`src/rtl/obstacle_speed_scheduler_pkg.sv`:
```
// -----------------------------------------------------------------------------
// obstacle_sched_pkg
// Shared definitions for the obstacle scroll scheduler:
//   - scheduler state encoding (IDLE/RUN/OVER/PAUSE)
//   - accumulator geometry (6-bit accumulator, 4 fraction bits)
//   - default speed / timing constants
//   - calc_speed(): speed for a given difficulty level
// -----------------------------------------------------------------------------
package obstacle_sched_pkg;

  typedef enum logic [1:0] {
    ST_IDLE  = 2'd0,
    ST_RUN   = 2'd1,
    ST_OVER  = 2'd2,
    ST_PAUSE = 2'd3
  } sched_state_t;

  // Speed accumulator geometry: the low FRAC_W bits are sub-pixel fraction,
  // the remaining bits are whole pixels to move on this tick.
  localparam int ACC_W   = 6;
  localparam int FRAC_W  = 4;
  localparam int STEP_W  = ACC_W - FRAC_W;
  localparam int LEVEL_W = 3;
  localparam int LCNT_W  = 10;

  localparam int DEF_BASE_SPEED  = 8;
  localparam int DEF_SPEED_INC   = 2;
  localparam int DEF_MAX_LEVEL   = 7;
  localparam int DEF_LEVEL_TICKS = 600;
  localparam int DEF_OVER_HOLD   = 120;

  // Speed in 1/16 pixel per game tick for a given level.
  function automatic logic [ACC_W-1:0] calc_speed(input logic [LEVEL_W-1:0] lvl,
                                                  input int base,
                                                  input int inc);
    return ACC_W'(base + int'(lvl) * inc);
  endfunction

endpackage

```
`src/rtl/obstacle_speed_scheduler_if.sv`:
```
// -----------------------------------------------------------------------------
// obstacle_speed_scheduler_if
// Groups the scheduler's control inputs and scroll outputs.
//   master : game/controller side (drives pulses, observes scroll outputs)
//   slave  : the scheduler itself
// Signals:
//   game_tick, game_start_pulse, game_over_pulse : one-clk input pulses
//   pause_toggle (only with OBSTACLE_SCHED_PAUSE_EN) : one-clk input pulse
//   move_pulse, move_step, level, scroll_en, sched_state : scheduler outputs
// -----------------------------------------------------------------------------
interface obstacle_speed_scheduler_if;
  import obstacle_sched_pkg::*;

  logic               game_tick;
  logic               game_start_pulse;
  logic               game_over_pulse;
`ifdef OBSTACLE_SCHED_PAUSE_EN
  logic               pause_toggle;
`endif
  logic               move_pulse;
  logic [STEP_W-1:0]  move_step;
  logic [LEVEL_W-1:0] level;
  logic               scroll_en;
  logic [1:0]         sched_state;

  modport master (
    output game_tick,
    output game_start_pulse,
    output game_over_pulse,
`ifdef OBSTACLE_SCHED_PAUSE_EN
    output pause_toggle,
`endif
    input  move_pulse,
    input  move_step,
    input  level,
    input  scroll_en,
    input  sched_state
  );

  modport slave (
    input  game_tick,
    input  game_start_pulse,
    input  game_over_pulse,
`ifdef OBSTACLE_SCHED_PAUSE_EN
    input  pause_toggle,
`endif
    output move_pulse,
    output move_step,
    output level,
    output scroll_en,
    output sched_state
  );

endinterface

```
`src/rtl/obstacle_speed_scheduler_speed_accumulator.sv`:
```
// -----------------------------------------------------------------------------
// speed_accumulator
// Fractional speed accumulator. Each enabled tick adds speed to the
// accumulator; whenever the sum reaches one whole pixel the whole-pixel part
// is emitted as move_step with a one-clk move_pulse and only the fraction is
// kept.
// Ports:
//   clk, rst_n  : clock, asynchronous active-low reset
//   tick_en     : accumulate this cycle (qualified game tick)
//   clear       : zero the accumulator (start of a run)
//   speed       : increment in 1/16 pixel
//   move_pulse  : one-clk strobe, one clk after the qualifying tick
//   move_step   : whole pixels to move, held until the next pulse
// -----------------------------------------------------------------------------
module speed_accumulator
  import obstacle_sched_pkg::*;
(
  input  logic              clk,
  input  logic              rst_n,
  input  logic              tick_en,
  input  logic              clear,
  input  logic [ACC_W-1:0]  speed,
  output logic              move_pulse,
  output logic [STEP_W-1:0] move_step
);

  logic [ACC_W-1:0]  r_acc;
  logic              r_move_pulse;
  logic [STEP_W-1:0] r_move_step;
  logic [ACC_W-1:0]  w_sum;
  logic              w_whole;

  // acc < 16 and speed <= 22 at the defaults, so the sum never wraps 6 bits.
  assign w_sum   = r_acc + speed;
  assign w_whole = |w_sum[ACC_W-1:FRAC_W];

  always_ff @(posedge clk or negedge rst_n) begin
    if (!rst_n) begin
      r_acc        <= '0;
      r_move_pulse <= 1'b0;
      r_move_step  <= '0;
    end else begin
      r_move_pulse <= 1'b0;
      if (clear) begin
        r_acc <= '0;
      end else if (tick_en) begin
        if (w_whole) begin
          r_move_pulse <= 1'b1;
          r_move_step  <= w_sum[ACC_W-1:FRAC_W];
          r_acc        <= {{STEP_W{1'b0}}, w_sum[FRAC_W-1:0]};
        end else begin
          r_acc <= w_sum;
        end
      end
    end
  end

  assign move_pulse = r_move_pulse;
  assign move_step  = r_move_step;

endmodule

```
`src/rtl/obstacle_speed_scheduler.sv`:
```
// -----------------------------------------------------------------------------
// obstacle_speed_scheduler
// Turns the 60 Hz game tick into obstacle move strobes, raises the difficulty
// level during a run and gates scrolling by game phase.
// Optional feature macro: OBSTACLE_SCHED_PAUSE_EN (adds pause_toggle and the
// PAUSE state; without it PAUSE is unreachable).
// Ports:
//   clk    : system clock
//   rst_n  : asynchronous active-low reset
//   bus    : obstacle_speed_scheduler_if.slave
//            in : game_tick, game_start_pulse, game_over_pulse, [pause_toggle]
//            out: move_pulse, move_step, level, scroll_en, sched_state
// -----------------------------------------------------------------------------
module obstacle_speed_scheduler
  import obstacle_sched_pkg::*;
#(
  parameter int BASE_SPEED  = DEF_BASE_SPEED,
  parameter int SPEED_INC   = DEF_SPEED_INC,
  parameter int MAX_LEVEL   = DEF_MAX_LEVEL,
  parameter int LEVEL_TICKS = DEF_LEVEL_TICKS,
  parameter int OVER_HOLD   = DEF_OVER_HOLD
) (
  input  logic                        clk,
  input  logic                        rst_n,
  obstacle_speed_scheduler_if.slave   bus
);

  localparam int HOLD_W = $clog2(OVER_HOLD + 1);

  sched_state_t        r_state, w_state_next;
  logic [LEVEL_W-1:0]  r_level, w_level_next;
  logic [LCNT_W-1:0]   r_lcnt, w_lcnt_next;
  logic [HOLD_W-1:0]   r_hold, w_hold_next;
  logic                r_scroll_en;
  logic                w_acc_tick;
  logic                w_acc_clear;
  logic                w_pause;
  logic [ACC_W-1:0]    w_speed;

`ifdef OBSTACLE_SCHED_PAUSE_EN
  assign w_pause = bus.pause_toggle;
`else
  assign w_pause = 1'b0;
`endif

  // Registered level means a level bump takes effect on the following tick.
  assign w_speed = calc_speed(r_level, BASE_SPEED, SPEED_INC);

  // Next-state / counter logic. Pulse priority: over > start > pause > tick;
  // a tick arriving with a state-changing pulse is dropped.
  always_comb begin
    w_state_next = r_state;
    w_level_next = r_level;
    w_lcnt_next  = r_lcnt;
    w_hold_next  = r_hold;
    w_acc_tick   = 1'b0;
    w_acc_clear  = 1'b0;
    case (r_state)
      ST_IDLE: begin
        if (bus.game_start_pulse && !bus.game_over_pulse) begin
          w_state_next = ST_RUN;
          w_acc_clear  = 1'b1;
          w_level_next = '0;
          w_lcnt_next  = '0;
        end
      end
      ST_RUN: begin
        if (bus.game_over_pulse) begin
          w_state_next = ST_OVER;
          w_hold_next  = '0;
        end else if (w_pause) begin
          w_state_next = ST_PAUSE;
        end else if (bus.game_tick) begin
          w_acc_tick = 1'b1;
          if (r_lcnt == LCNT_W'(LEVEL_TICKS - 1)) begin
            w_lcnt_next = '0;
            if (r_level != LEVEL_W'(MAX_LEVEL)) begin
              w_level_next = r_level + 1'b1;
            end
          end else begin
            w_lcnt_next = r_lcnt + 1'b1;
          end
        end
      end
      ST_OVER: begin
        // A repeated crash pulse while already over is a no-op that still
        // outranks start.
        if (!bus.game_over_pulse) begin
          if (bus.game_start_pulse) begin
            w_state_next = ST_RUN;
            w_acc_clear  = 1'b1;
            w_level_next = '0;
            w_lcnt_next  = '0;
          end else if (bus.game_tick) begin
            if (r_hold == HOLD_W'(OVER_HOLD - 1)) begin
              w_state_next = ST_IDLE;
            end else begin
              w_hold_next = r_hold + 1'b1;
            end
          end
        end
      end
      ST_PAUSE: begin
        if (bus.game_over_pulse) begin
          w_state_next = ST_OVER;
          w_hold_next  = '0;
        end else if (w_pause) begin
          w_state_next = ST_RUN;
        end
      end
      default: begin
        w_state_next = ST_IDLE;
      end
    endcase
  end

  always_ff @(posedge clk or negedge rst_n) begin
    if (!rst_n) begin
      r_state     <= ST_IDLE;
      r_level     <= '0;
      r_lcnt      <= '0;
      r_hold      <= '0;
      r_scroll_en <= 1'b0;
    end else begin
      r_state     <= w_state_next;
      r_level     <= w_level_next;
      r_lcnt      <= w_lcnt_next;
      r_hold      <= w_hold_next;
      r_scroll_en <= (w_state_next == ST_RUN);
    end
  end

  speed_accumulator u_speed_acc (
    .clk        (clk),
    .rst_n      (rst_n),
    .tick_en    (w_acc_tick),
    .clear      (w_acc_clear),
    .speed      (w_speed),
    .move_pulse (bus.move_pulse),
    .move_step  (bus.move_step)
  );

  assign bus.level       = r_level;
  assign bus.scroll_en   = r_scroll_en;
  assign bus.sched_state = r_state;

endmodule

```
`src/flat_wrapper.sv`:
```
// flat-port wrapper written by rule: the top's interface ports become plain ports
module obstacle_speed_scheduler_flat import obstacle_sched_pkg::*;
#(
  parameter int BASE_SPEED  = DEF_BASE_SPEED,
  parameter int SPEED_INC   = DEF_SPEED_INC,
  parameter int MAX_LEVEL   = DEF_MAX_LEVEL,
  parameter int LEVEL_TICKS = DEF_LEVEL_TICKS,
  parameter int OVER_HOLD   = DEF_OVER_HOLD
)
  (clk, rst_n, bus_game_tick, bus_game_start_pulse, bus_game_over_pulse, bus_move_pulse, bus_move_step, bus_level, bus_scroll_en, bus_sched_state);
  obstacle_speed_scheduler_if bus_i ();
  input  logic clk;
  input  logic rst_n;
  input wire logic [$bits(bus_i.game_tick)-1:0] bus_game_tick;
  input wire logic [$bits(bus_i.game_start_pulse)-1:0] bus_game_start_pulse;
  input wire logic [$bits(bus_i.game_over_pulse)-1:0] bus_game_over_pulse;
  output wire logic [$bits(bus_i.move_pulse)-1:0] bus_move_pulse;
  output wire logic [$bits(bus_i.move_step)-1:0] bus_move_step;
  output wire logic [$bits(bus_i.level)-1:0] bus_level;
  output wire logic [$bits(bus_i.scroll_en)-1:0] bus_scroll_en;
  output wire logic [$bits(bus_i.sched_state)-1:0] bus_sched_state;
  assign bus_i.game_tick = bus_game_tick;
  assign bus_i.game_start_pulse = bus_game_start_pulse;
  assign bus_i.game_over_pulse = bus_game_over_pulse;
  assign bus_move_pulse = bus_i.move_pulse;
  assign bus_move_step = bus_i.move_step;
  assign bus_level = bus_i.level;
  assign bus_scroll_en = bus_i.scroll_en;
  assign bus_sched_state = bus_i.sched_state;
  obstacle_speed_scheduler #(.BASE_SPEED(BASE_SPEED), .SPEED_INC(SPEED_INC), .MAX_LEVEL(MAX_LEVEL), .LEVEL_TICKS(LEVEL_TICKS), .OVER_HOLD(OVER_HOLD)) u_core (.clk(clk), .rst_n(rst_n), .bus(bus_i));
endmodule
```
`config.mk`:
```
export PLATFORM = sky130hd
export DESIGN_NAME = obstacle_speed_scheduler_flat
export DESIGN_NICKNAME = d
export VERILOG_FILES = /design/src/rtl/obstacle_speed_scheduler_pkg.sv /design/src/rtl/obstacle_speed_scheduler_if.sv /design/src/rtl/obstacle_speed_scheduler_speed_accumulator.sv /design/src/rtl/obstacle_speed_scheduler.sv /design/src/flat_wrapper.sv
export SDC_FILE = /design/constraint.sdc
export NUM_CORES = 1
export LEC_CHECK = 0
export CAP_MARGIN = 40
export CORE_MARGIN = 2
export CORE_UTILIZATION = 45
export CTS_BUF_LIST = sky130_fd_sc_hd__clkbuf_4
export DETAILED_ROUTE_END_ITERATION = 6
export DONT_BUFFER_PORTS = 1
export GPL_ROUTABILITY_DRIVEN = 0
export HOLD_SLACK_MARGIN = 0.15
export PLACE_DENSITY = 0.62
export SLEW_MARGIN = 20
export SYNTH_ARGS = -nofsm -noshare
export SYNTH_HDL_FRONTEND = slang
export SYNTH_SLANG_ARGS = --single-unit
```
`constraint.sdc`:
```
create_clock -name clk -period 2.6 [get_ports clk]
set_clock_uncertainty 0.05 [all_clocks]
set_input_delay 0.52 -clock clk [delete_from_list [all_inputs] [get_ports clk]]
set_output_delay 0.52 -clock clk [all_outputs]
set_load 0.05 [all_outputs]
```
Nets reached from selected ports:
The bar under the picture is 20 microns long.
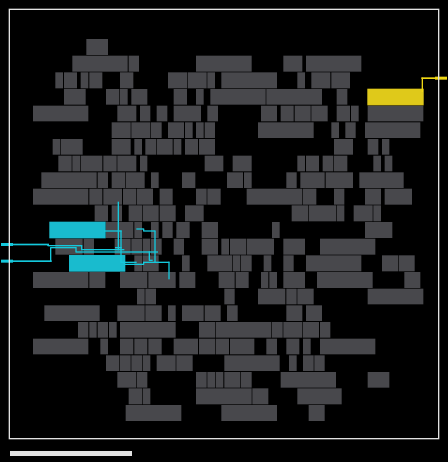
`bus_move_pulse`: drawn in yellow, bits 1, direction output, edge east, end cells 1, buffers 0, wire 4.30 microns. `bus_sched_state`: drawn in cyan, bits 2, direction output, edge west, end cells 2, buffers 2, wire 85.3 microns.
number of primary I/O pins: 14
number of buffer cells added on primary ports: 0

Cell classes on the final placement:
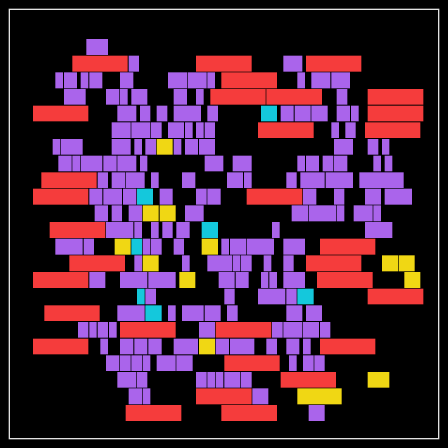
remaining buffers and delay cells: drawn in yellow, cells 13. clock drivers and dummy loads: drawn in cyan, cells 7. remaining logic cells: drawn in purple, cells 176. registers: drawn in red, cells 31.
final core utilization: 52.6%
area of the placeable core: 4090 sq um
Placement Rows: 23

Local utilization:
The bar under the picture is 20 microns long. 7 x 7 tiles, from black (low) to pale yellow (high), 0 to 100% covered.
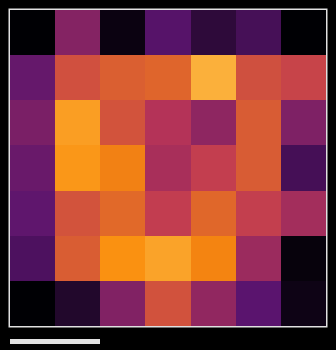
8.2% of the tiles are nearly empty. The mean over all tiles is 43%. The densest ninth of the die: south. 10% of the tiles are over 75% full.
initial standard-cell utilization of the core: 47.9%

==> reports/summary.rpt <==
=================================================================================
Type of origin of the critical path                                          flop
Final-layout clock-cell area share                                          2.15%
Total via count after detailed routing                                       1656
Fraction of synthesized area in multiplexers                                2.62%
Area taken by flip-flops and latches                                    776 sq um
Multi-input logic portion of the cell area                                  51.2%
Cell type taking the most area                                       multi-input combinational cells
Number of cells on the worst hold path                                          2
Maximum clock frequency                                                   463 MHz
Largest stage delay on the critical path                                  0.41 ns
Area of all placed cells without fillers                               2150 sq um
Chip area estimate from yosys synthesis                                1960 sq um
Post-detailed-route via-to-cell ratio                                        5.98
Maximum number of buffers from clock root to sink                               2
Top comb family, area                                                simple AND/OR/NAND/NOR gates
Number of antenna violations at the first check in global routing               0
Per-cell routed wire length                                          14.8 microns
Post-layout minimum cycle time                                            2.16 ns
Top post-synthesis cells by count                                    31 x sky130_fd_sc_hd__dfrtp_1, 23 x sky130_fd_sc_hd__nand2_1, 14 x sky130_fd_sc_hd__inv_1, 14 x sky130_fd_sc_hd__o21ai_0
Worst Setup End Kind                                                         flop
Final hold violation count                                                      0
Maxcap violations                                                               0
Area fraction in full adders, half adders and majority gates                8.69%
Final setup TNS                                                              0 ns
CTS Buf Count                                                                   5
Power per unit of standard cell area                                  822 nW/um^2
Hold-fix buffers at CTS                                                         2
Combinational gate count                                                      162
Iteration-0 DRC Markers                                                        65
Final net count                                                               245
Standby leakage power                                                    0.933 nW
Critical path type                                                   flop to flop
Post-Synth Simple-Gate Area                                                 25.7%
Number of global-route vias before repair                                    1579
Inserted Diodes                                                                 0
Run status                                                           finished clean
Library cell occupying the most area in the post-synthesis netlist   sky130_fd_sc_hd__dfrtp_1
AND-OR/OR-AND share of the synthesized area                                 18.8%
Signal buf overhead                                                         5.24%
Most used DFF post-synth                                             sky130_fd_sc_hd__dfrtp_1
Clock network latency to the later pin of the worst-skew pair             0.34 ns
Share of post-route cells with drive strength above 1                       11.5%
Number of non-clock buffers in the layout                                      13
Maximum number of pins on one net before global-route repair                   32
Registers, synthesis                                                           31
Postcts setup bufs                                                              0
Resize count post-CTS                                                           0
Seq share, synth                                                            39.6%
RSZ-0062 raised after global routing                                           no
Number of cell instances after yosys synthesis                                214
=================================================================================
PDN straps and rails:
The bar under the picture is 20 microns long. Pins as bars on the die edge.
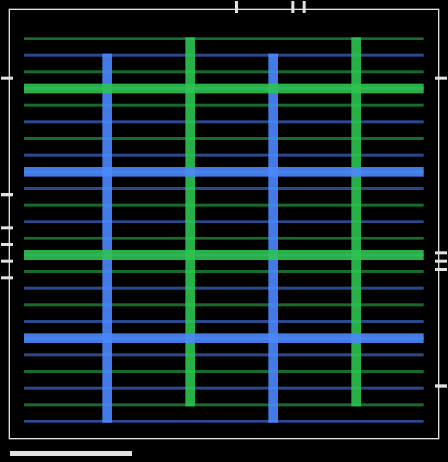
VSS: drawn in blue. VDD: drawn in green.
4 straps on met4. 4 straps on met5. 14 signal pins sit on the boundary. The core has 23 rows. 24 met1 rails follow the rows.
IR drop worst, VDD: 0.495 mV
die y size: 70.0 microns
chip width: 70.0 microns

Routing congestion:
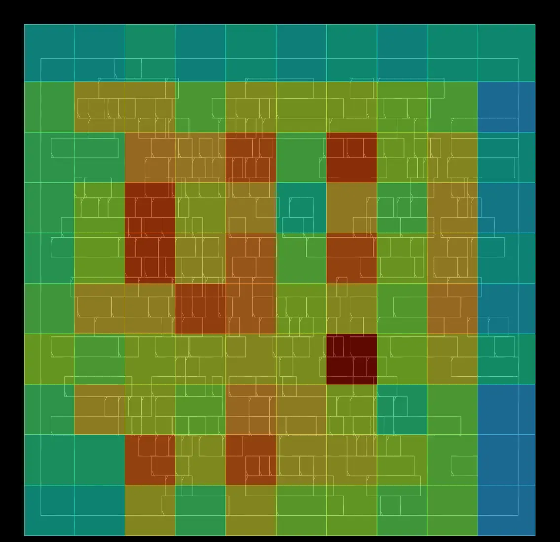
met1 Track Usage GR: 24.0%
overall fraction of global-route tracks in use: 17.8%

final timing paths:
kind	startpoint	to	slack, ns
worst max-delay path	u_core.bus.sched_state[0]	u_core.u_speed_acc.move_step[1]	0.44
worst min-delay path	bus_game_start_pulse	u_core.bus.sched_state[0]	0.35
worst max register to register	u_core.bus.sched_state[0]	u_core.u_speed_acc.move_step[1]	0.44
worst min register to register	u_core.u_speed_acc.r_acc[4]	u_core.u_speed_acc.r_acc[4]	0.46
max in group asynchronous	rst_n	u_core.r_lcnt[8]	1.75
min in group asynchronous	rst_n	u_core.u_speed_acc.r_acc[4]	0.57
per-layer routing:
layer	wire length, microns	up-vias	track usage, %	part of all wire, %
li1	-	812	-	-
met1	1970	805	24.0	48
met2	1850	30	27.2	45
met3	175	9	4.04	4.3
met4	86	0	7.91	2.1
met5	0	-	0	0
sequential cells by signal, summed over array words and instances, names as in the netlist:
register                       count
u_core.bus.level                   3
u_core.bus.sched_state             2
u_core.bus.scroll_en               1
u_core.r_hold                      7
u_core.r_lcnt                     10
u_core.u_speed_acc.move_pulse      1
u_core.u_speed_acc.move_step       2
u_core.u_speed_acc.r_acc           5
metrics by stage:
| stage | hold slack, ns | power (mW) |
|---|---|---|
| finish | 0.347 | 1.77 |
| global route | 0.349 | 1.91 |
| CTS | 0.332 | 1.76 |
| detailed placement | 0.176 | 1.48 |
| global placement | 0.175 | 1.45 |
| floorplan | 0.174 | 1.26 |
report_power, final:
group | switching [mW] | internal (mW)
clock network | 0.167 | 0.0956
registers | 0.108 | 0.565
logic | 0.515 | 0.317
worst max-delay path: cells and delay by family (launching register included):
kind            cells  cell delay [ns]
fa+ha+maj           1             0.21
flops               1             0.39
compound gates      2             0.71
mux                 1             0.31
buf+inv             2             0.25
simple gates        1             0.13
Power is estimated from default activity; no workload was simulated.
